**src/rtl/input_debouncer_pkg.sv**
```systemverilog
// Shared widths, default debounce windows and the edge-event record for input_debouncer.
// Latency and backpressure: none (definitions only).
package input_debouncer_pkg;

  localparam int BTN_W             = 4;
  localparam int SW_W              = 4;
  localparam int DEF_SYNC_STAGES   = 2;
  localparam int DEF_BTN_DB_CYCLES = 50000;   // 1 ms at 50 MHz
  localparam int DEF_SW_DB_CYCLES  = 500000;  // 10 ms at 50 MHz

  typedef struct packed {
    logic press;  // debounced 1->0
    logic rel;    // debounced 0->1
  } ev_t;

endpackage

```
**src/rtl/input_debouncer_ch.sv**
```systemverilog
// One channel: SYNC_STAGES sync flops, stability counter, db register (+ edge registers with INPUT_DEBOUNCER_EVENT_EN).
// Latency SYNC_STAGES+DB_CYCLES cycles pin-to-db, events one cycle later; no backpressure.
module debounce_ch
  import input_debouncer_pkg::*;
#(
  parameter int   SYNC_STAGES = DEF_SYNC_STAGES,
  parameter int   DB_CYCLES   = DEF_BTN_DB_CYCLES,
  parameter logic RESET_VAL   = 1'b0
) (
  input  logic clk_i,
  input  logic reset_i,
  input  logic raw_i,
  output logic db_o
`ifdef INPUT_DEBOUNCER_EVENT_EN
  ,
  output ev_t  ev_o,
  output logic ev_d_o
`endif
);

  localparam int            CW   = $clog2(DB_CYCLES + 1);
  localparam logic [CW-1:0] TERM = CW'(DB_CYCLES - 1);

  logic [SYNC_STAGES-1:0] sync_q;
  logic [CW-1:0]          cnt_q, cnt_d;
  logic                   db_q, db_d;
  logic                   sync_lvl;

  assign sync_lvl = sync_q[SYNC_STAGES-1];

  always_comb begin
    cnt_d = cnt_q;
    db_d  = db_q;
    if (sync_lvl == db_q) begin
      cnt_d = '0;
    end else if (cnt_q == TERM) begin
      db_d  = sync_lvl;
      cnt_d = '0;
    end else begin
      cnt_d = cnt_q + CW'(1);
    end
  end

  always_ff @(posedge clk_i) begin
    if (reset_i) begin
      sync_q <= {SYNC_STAGES{RESET_VAL}};
      cnt_q  <= '0;
      db_q   <= RESET_VAL;
    end else begin
      sync_q <= {sync_q[SYNC_STAGES-2:0], raw_i};
      cnt_q  <= cnt_d;
      db_q   <= db_d;
    end
  end

  assign db_o = db_q;

`ifdef INPUT_DEBOUNCER_EVENT_EN
  logic prev_q;
  ev_t  ev_q, ev_d;

  always_comb begin
    ev_d       = '0;
    ev_d.press = prev_q & ~db_q;
    ev_d.rel   = ~prev_q & db_q;
  end

  // prev resets to the same level as db so the reset load never looks like an edge
  always_ff @(posedge clk_i) begin
    if (reset_i) begin
      prev_q <= RESET_VAL;
      ev_q   <= '0;
    end else begin
      prev_q <= db_q;
      ev_q   <= ev_d;
    end
  end

  assign ev_o   = ev_q;
  assign ev_d_o = ev_d.press | ev_d.rel;
`endif

endmodule

```
**src/rtl/input_debouncer.sv**
```systemverilog
// Debounces 4 KEY and 4 SW pins for the soc_system PIOs; edge pulses and event_any only with INPUT_DEBOUNCER_EVENT_EN.
// Latency SYNC_STAGES+*_DB_CYCLES cycles to db, pulses one cycle later; no backpressure.
module input_debouncer
  import input_debouncer_pkg::*;
#(
  parameter int               SYNC_STAGES   = DEF_SYNC_STAGES,
  parameter int               BTN_DB_CYCLES = DEF_BTN_DB_CYCLES,
  parameter int               SW_DB_CYCLES  = DEF_SW_DB_CYCLES,
  parameter logic [BTN_W-1:0] BTN_RESET_VAL = 4'hF,
  parameter logic [SW_W-1:0]  SW_RESET_VAL  = 4'h0
) (
  input  logic             clk_clk,
  input  logic             reset,
  input  logic [BTN_W-1:0] btn_raw,
  input  logic [SW_W-1:0]  sw_raw,
  output logic [BTN_W-1:0] btn_db,
  output logic [SW_W-1:0]  sw_db,
  output logic [BTN_W-1:0] btn_press,
  output logic [BTN_W-1:0] btn_release,
  output logic [SW_W-1:0]  sw_change,
  output logic             event_any
);

`ifdef INPUT_DEBOUNCER_EVENT_EN
  ev_t              btn_ev [BTN_W];
  ev_t              sw_ev  [SW_W];
  logic [BTN_W-1:0] btn_ev_d;
  logic [SW_W-1:0]  sw_ev_d;
  logic             event_any_q;
`endif

  for (genvar i = 0; i < BTN_W; i++) begin : g_btn
    debounce_ch #(
      .SYNC_STAGES (SYNC_STAGES),
      .DB_CYCLES   (BTN_DB_CYCLES),
      .RESET_VAL   (BTN_RESET_VAL[i])
    ) u_ch (
      .clk_i   (clk_clk),
      .reset_i (reset),
      .raw_i   (btn_raw[i]),
      .db_o    (btn_db[i])
`ifdef INPUT_DEBOUNCER_EVENT_EN
      ,
      .ev_o    (btn_ev[i]),
      .ev_d_o  (btn_ev_d[i])
`endif
    );
`ifdef INPUT_DEBOUNCER_EVENT_EN
    assign btn_press[i]   = btn_ev[i].press;
    assign btn_release[i] = btn_ev[i].rel;
`endif
  end

  for (genvar i = 0; i < SW_W; i++) begin : g_sw
    debounce_ch #(
      .SYNC_STAGES (SYNC_STAGES),
      .DB_CYCLES   (SW_DB_CYCLES),
      .RESET_VAL   (SW_RESET_VAL[i])
    ) u_ch (
      .clk_i   (clk_clk),
      .reset_i (reset),
      .raw_i   (sw_raw[i]),
      .db_o    (sw_db[i])
`ifdef INPUT_DEBOUNCER_EVENT_EN
      ,
      .ev_o    (sw_ev[i]),
      .ev_d_o  (sw_ev_d[i])
`endif
    );
`ifdef INPUT_DEBOUNCER_EVENT_EN
    assign sw_change[i] = sw_ev[i].press | sw_ev[i].rel;
`endif
  end

`ifdef INPUT_DEBOUNCER_EVENT_EN
  // Built from the same next-state terms as the per-channel pulses so it lands in their cycle
  always_ff @(posedge clk_clk) begin
    if (reset) begin
      event_any_q <= 1'b0;
    end else begin
      event_any_q <= |{btn_ev_d, sw_ev_d};
    end
  end

  assign event_any = event_any_q;
`else
  assign btn_press   = '0;
  assign btn_release = '0;
  assign sw_change   = '0;
  assign event_any   = 1'b0;
`endif

endmodule

```
**config.mk**
```make
export PLATFORM = sky130hd
export DESIGN_NAME = input_debouncer
export DESIGN_NICKNAME = d
export VERILOG_FILES = /design/src/rtl/input_debouncer_pkg.sv /design/src/rtl/input_debouncer_ch.sv /design/src/rtl/input_debouncer.sv
export SDC_FILE = /design/constraint.sdc
export NUM_CORES = 1
export LEC_CHECK = 0
export ABC_AREA = 1
export CAP_MARGIN = 20
export CORE_MARGIN = 1
export CORE_UTILIZATION = 57
export CTS_CLUSTER_SIZE = 20
export DETAILED_ROUTE_END_ITERATION = 8
export PLACE_DENSITY = 0.8
export SLEW_MARGIN = 20
export SYNTH_ARGS = -nofsm -noshare
export SYNTH_HDL_FRONTEND = slang
export SYNTH_SLANG_ARGS = --single-unit
```
**constraint.sdc**
```tcl
create_clock -name clk_clk -period 1.8 [get_ports clk_clk]
set_input_delay 0.36 -clock clk_clk [delete_from_list [all_inputs] [get_ports clk_clk]]
set_output_delay 0.36 -clock clk_clk [all_outputs]
set_load 0.005 [all_outputs]
```
==> metrics.csv, run 1 <==
metric;value;unit
Die Y;122;um
setup_tns;0;ns
largest net degree at the start of global routing;23;
worst r2r src;g_btn[3].u_ch.cnt_q[0];
RSZ-0062 raised after global routing;false;
LEAKAGE;2.90;nW
WP data arrival;1.38;ns
final worst path period share;96.6;%
crit start category;flip-flop;
design area;9020;um^2
reg2reg end;g_btn[3].u_ch.cnt_q[10];
Reg2Reg Depth;8;
Peak Freq;575;MHz
peak supply drop;0.677;mV
antenna viol nets, final;0;
distinct lib cells;28;
RePlAce Congestion;0.896;
1st-pass router iterations;5;
Hold Path End;g_sw[0].u_ch.sync_q[1];
clock skew;0.00473;ns
Avg WL per Cell;11.4;um
GRT Total Usage;22.9;%
Via Count;7163;
Post-synth EDFFs;0;
Logic cell area;4130;um^2
layout cells sized above 1;8.46;%
Max Slew Vio Count;0;
Hold Path Cell Cnt;2;
global-route congestion overflow total;0;
Netlist Area Pre-Place;8170;um^2
CP Depth;1;
Clock Latency Late Sink;0.42;ns
Tmin final;1.74;ns
element type at the critical path end;output port;
R2R setup slack;0.14;ns
Yosys chip area;8170;um^2
DP Area;8450;um^2
CTS tree;yes;
delay-heaviest family, CP;buffers and inverters;
status;finished clean;
Mapped Cells;1189;
Max H-tree Level;4;
Worst Path Required;1.44;ns
Post-Place Worst Slack;0.0174;ns
Iteration-0 DRC Markers;366;
power per cell area;811;nW/um^2
max cap viols;0;
total power;7.32;mW
Slew Limit Headroom;60.9;%
CP Cell Sequence;clkdlybuf4s50_1;
TritonCTS buffer count;17;
clk sink count;164;
root buffer cell;clkbuf_16;
Slew @ Worst Pin;0.581;ns
worst-case hold slack;0.403;ns
CTS max path bufs;2;
first-pass GRT wire length;27.4;mm
Setup crit start;g_sw[1].u_ch.db_o;
ys async rst share;0;%
Synth Seq Share;40.2;%
most numerous logic cell after layout;nand2_1;
post-cts resize count;0;
tool warnings;26;
# diodes;0;
crit-path max FO;3;
Detailed Route WL;16.1;mm
slowest stage delay, CP;0.54;ns
Setup crit end;sw_db[1];
Seq cells post-synth;164;
Pre-Place Util;58.7;%
Area leader share;40.2;%
most frequent logic cells in the routed design;nand2_1, nor2_1, dfxtp_1, inv_1, nand3_1;
Fin. Hold Viols;0;
die area;14800;um^2
hold buffers post-CTS;0;
DRC errors left;0;
Post-synth top cells;nand2_1, nor2_1, dfxtp_1;
YS warnings;0;
I/O pin cnt;31;
vias in the first global route;6449;
vias per cell;5.08;
Syn-to-layout area delta;10.4;%
detailed placement HPWL;11.3;mm
-- run 1: cells by family (layout without fill, tap and decap cells) --
kind of cell               count (synthesis)  in the layout  share of synthesized area, %
and+or+nand+nor                          704            704                          37.6
buffers and inverters                    173            202                          9.81
xor gates and xnor gates                  58             58                          6.22
adders and majority gates                  8              8                          1.22
AOI/OAI and AO/OA                         81             81                          4.96
other                                      1             13                        0.0459
DFF                                      164            164                          40.2
-- run 1: flip-flops by register name, summed over array words and instances (netlist names) --
name / cells
g_sw.u_ch.cnt_q: 76
g_btn.u_ch.db_o: 4
g_sw.u_ch.sync_q: 8
g_btn.u_ch.cnt_q: 64
g_btn.u_ch.sync_q: 8
g_sw.u_ch.db_o: 4
-- run 1: final cells by class --
| type | instances | share of cell area, % |
|---|---|---|
| clock buffers | 23 | 5.19 |
| repair buffers | 28 | 3.08 |
| flip-flops and latches | 164 | 36.4 |
| inverters | 142 | 5.91 |
| well taps | 180 | 2.50 |
| multi-input cells | 864 | 45.8 |
| clock inverters | 9 | 1.15 |
-- run 1: per-layer routing --
metal  vias up  track usage (%)  part of all wire, %
li1       3755                -                    -
met2       143             38.7                   47
met1      3239             28.7                   47
met3        26             4.92                  4.0
met5         -                0                    0
met4         0             8.26                  1.5
-- run 1: report_power, final --
part / internal [mW] / switching, mW
sequential: 3.65 / 0.0119
combinational: 0.0494 / 0.0695
clock: 2.11 / 1.43
total: 5.81 / 1.51
-- run 1: worst reg2reg max path: cells and delay by family (launching register included) --
family	cells	cell delay (ns)
AND/OR/NAND/NOR	5	0.83
buffers and inverters	1	0.06
flip-flops	1	0.36
adder cells (fa/ha/maj)	1	0.20
AND-OR/OR-AND	1	0.09
Run 1, the metal 1 layer:
Bar = 20 um. Supply wires on this layer in grey.
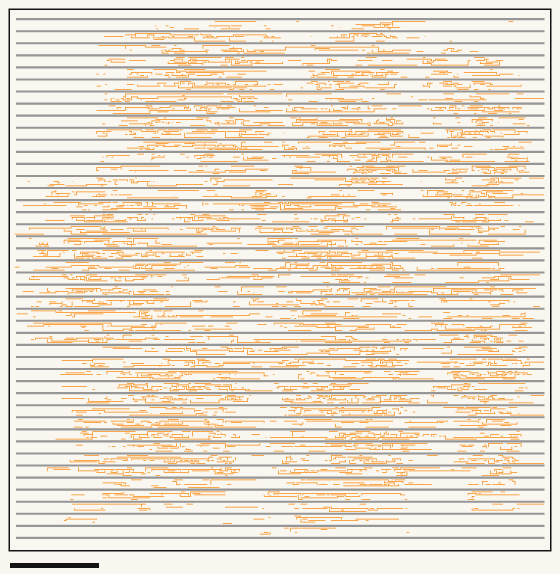
main direction	horizontal
longest straight run	24.8 um
share of all routed wire	47%
nets with wire on the layer	1169
wire length on this layer	7610 um

Run 1, the metal 2 layer:
Bar = 20 um.
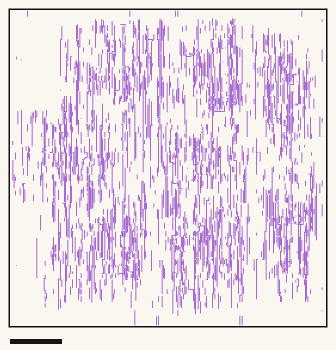
nets with wire on the layer	981
main direction	vertical
share of all routed wire	47%
longest straight run	31.6 um
wire length on this layer	7570 um

Run 1, metal 3:
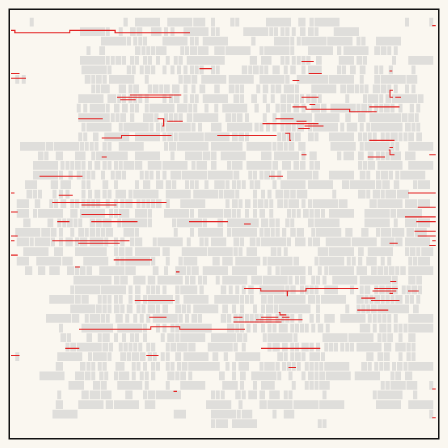
longest straight run	32.2 um
nets with wire on the layer	72
share of all routed wire	4.1%

## Run 2: what changed since run 1
--- a/config.mk
+++ b/config.mk
@@ -15,4 +15,5 @@
 export SLEW_MARGIN = 20
 export SYNTH_ARGS = -nofsm -noshare
 export SYNTH_HDL_FRONTEND = slang
+export SYNTH_HIERARCHICAL = 1
 export SYNTH_SLANG_ARGS = --single-unit
Run 2, congestion heat map:
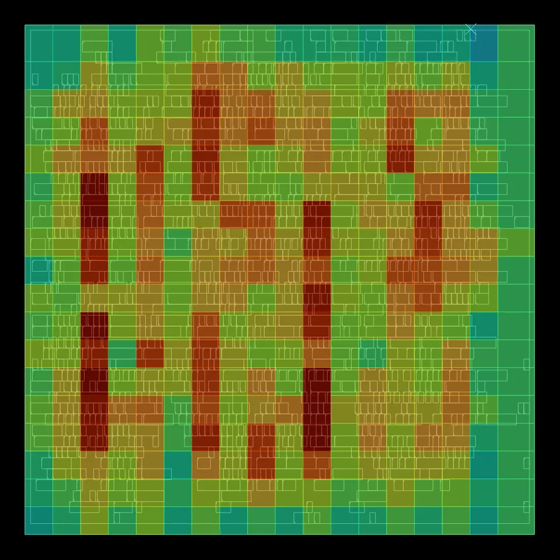
grt peak-use layer: met2
GRT Total Usage: 22.0%
fin util: 63.6%
met3 Resource Use GR: 4.30%
met1 usage: 26.9%

Run 2, the metal 2 layer:
Bar = 50 um.
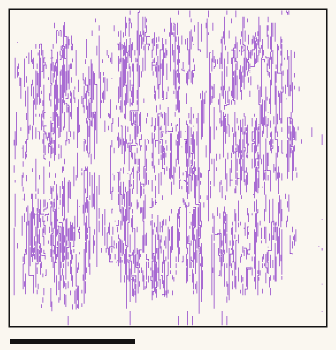
share of all routed wire	48%
wire length on this layer	7900 um
main direction	vertical

==> run 2 against run 1 <==
Clock skew is 0.0032 ns higher. Non-clock buffer count fell by 8. The flow now finishes with violations (DRC). Critical endpoint unchanged. Highest routed layer unchanged. Largest power group unchanged. Power fell by 2.0%. Via count is 4.5% higher. Sequential share of layout area shrank 2.3 points. Global-route usage shrank 0.96 points. First-iteration DRC count rose by 17%. Cell count is 8.6% higher. Synthesized cell count increased by 9.5%.
==> metrics.csv, run 2 <==
metric;value;unit
vias in the first global route;6785;
clk sink count;164;
Seq pwr share;51.1;%
design area;9630;um^2
Hold Path End;g_sw[1].u_ch/sync_q[1];
LEAKAGE;3.41;nW
I/O pin cnt;31;
ys async rst share;0;%
max cap viols;0;
Post-synth EDFFs;0;
CP Cell Sequence;clkdlybuf4s50_1;
WP data arrival;1.39;ns
clock skew;0.00795;ns
1st-pass router iterations;7;
CTS max path bufs;2;
element type at the critical path end;output port;
Sw Ratio;20.8;%
status;complete, but fails checks;
TritonCTS buffer count;17;
layout cells sized above 1;13.1;%
peak supply drop;0.758;mV
Fin. Hold Viols;0;
detailed placement HPWL;12.0;mm
total power;7.18;mW
Area leader share;37.2;%
final worst path period share;97.3;%
slowest stage delay, CP;0.54;ns
max FFs per register;76;
failing checks;DRC;
DRC errors left;2;
root buffer cell;clkbuf_16;
switching pwr;1.49;mW
reg2reg end;g_sw[0].u_ch/cnt_q[11];
Post-synth top cells;nand2_1, nor2_1, inv_1;
distinct lib cells;28;
die area;16000;um^2
Die Y;126;um
vias per cell;4.89;
DP Area;9080;um^2
RSZ-0062 raised after global routing;false;
Synth Seq Share;37.2;%
largest net degree at the start of global routing;25;
Hold Path Cell Cnt;2;
met2 usage;38.0;%
power per cell area;745;nW/um^2
Detailed Route WL;16.5;mm
Netlist Area Pre-Place;8820;um^2
Yosys chip area;8820;um^2
first-pass GRT wire length;28.8;mm
# diodes;0;
crit-path max FO;4;
worst-case hold slack;0.404;ns
worst r2r src;g_sw[0].u_ch/cnt_q[0];
YS warnings;6;
R2R setup slack;0.23;ns
most frequent logic cells in the routed design;nand2_1, nor2_1, inv_1, dfxtp_1, nand3_1;
Clock Power Share;47.3;%
Tmin final;1.75;ns
Int Power;5.68;mW
Max H-tree Level;4;
Iteration-0 DRC Markers;430;
Post-Place Worst Slack;0.0399;ns
M1 WL;7.86;mm
run 2: logic make-up after synthesis:
| group | share of synthesized area (%) |
|---|---|
| buffers and inverters | 10.0 |
| AOI/OAI and AO/OA | 5.79 |
| and+or+nand+nor | 41.0 |
| DFF | 37.2 |
| xor gates and xnor gates | 4.77 |
| adders and majority gates | 1.13 |
| other | 0.0425 |
run 2: worst max path at each step:
stage                             end  slack (ns)  cells after the start
6_report                     sw_db[1]        0.05                      1
5_1_grt                      sw_db[3]       0.007                      1
4_1_cts                      sw_db[1]        0.03                      1
3_5_place_dp    g_sw[2].u_ch/cnt_q[2]        0.04                      6
3_3_place_gp    g_sw[0].u_ch/cnt_q[2]        0.09                      6
2_1_floorplan  g_sw[0].u_ch/cnt_q[12]        0.48                      7
run 2: final cells by class:
class	instances	area, um^2	area share (%)
Timing Repair Buffer	20	205	2.13
Multi-Input combinational cell	953	4700	48.8
Clock inverter	9	81.3	0.844
Sequential cell	164	3280	34.1
Inverter	176	661	6.86
Clock buffer	21	470	4.88
Tap cell	188	235	2.44
run 2: tightest hold or removal path, stage by stage (launching register included):
cell and delay [ns]:
dfxtp_1 0.30, inv_1 0.04, nor2_1 0.03
run 2: power by group through the flow:
stage / combinational [mW] / sequential, mW / clock (mW)
CTS: 0.120 / 3.66 / 3.46
global route: 0.132 / 3.66 / 3.62
floorplan: 0.102 / 3.74 / 0
finish: 0.117 / 3.66 / 3.39
global placement: 0.116 / 3.74 / 0
detailed placement: 0.119 / 3.74 / 0
Power and IR drop assume default switching activity.
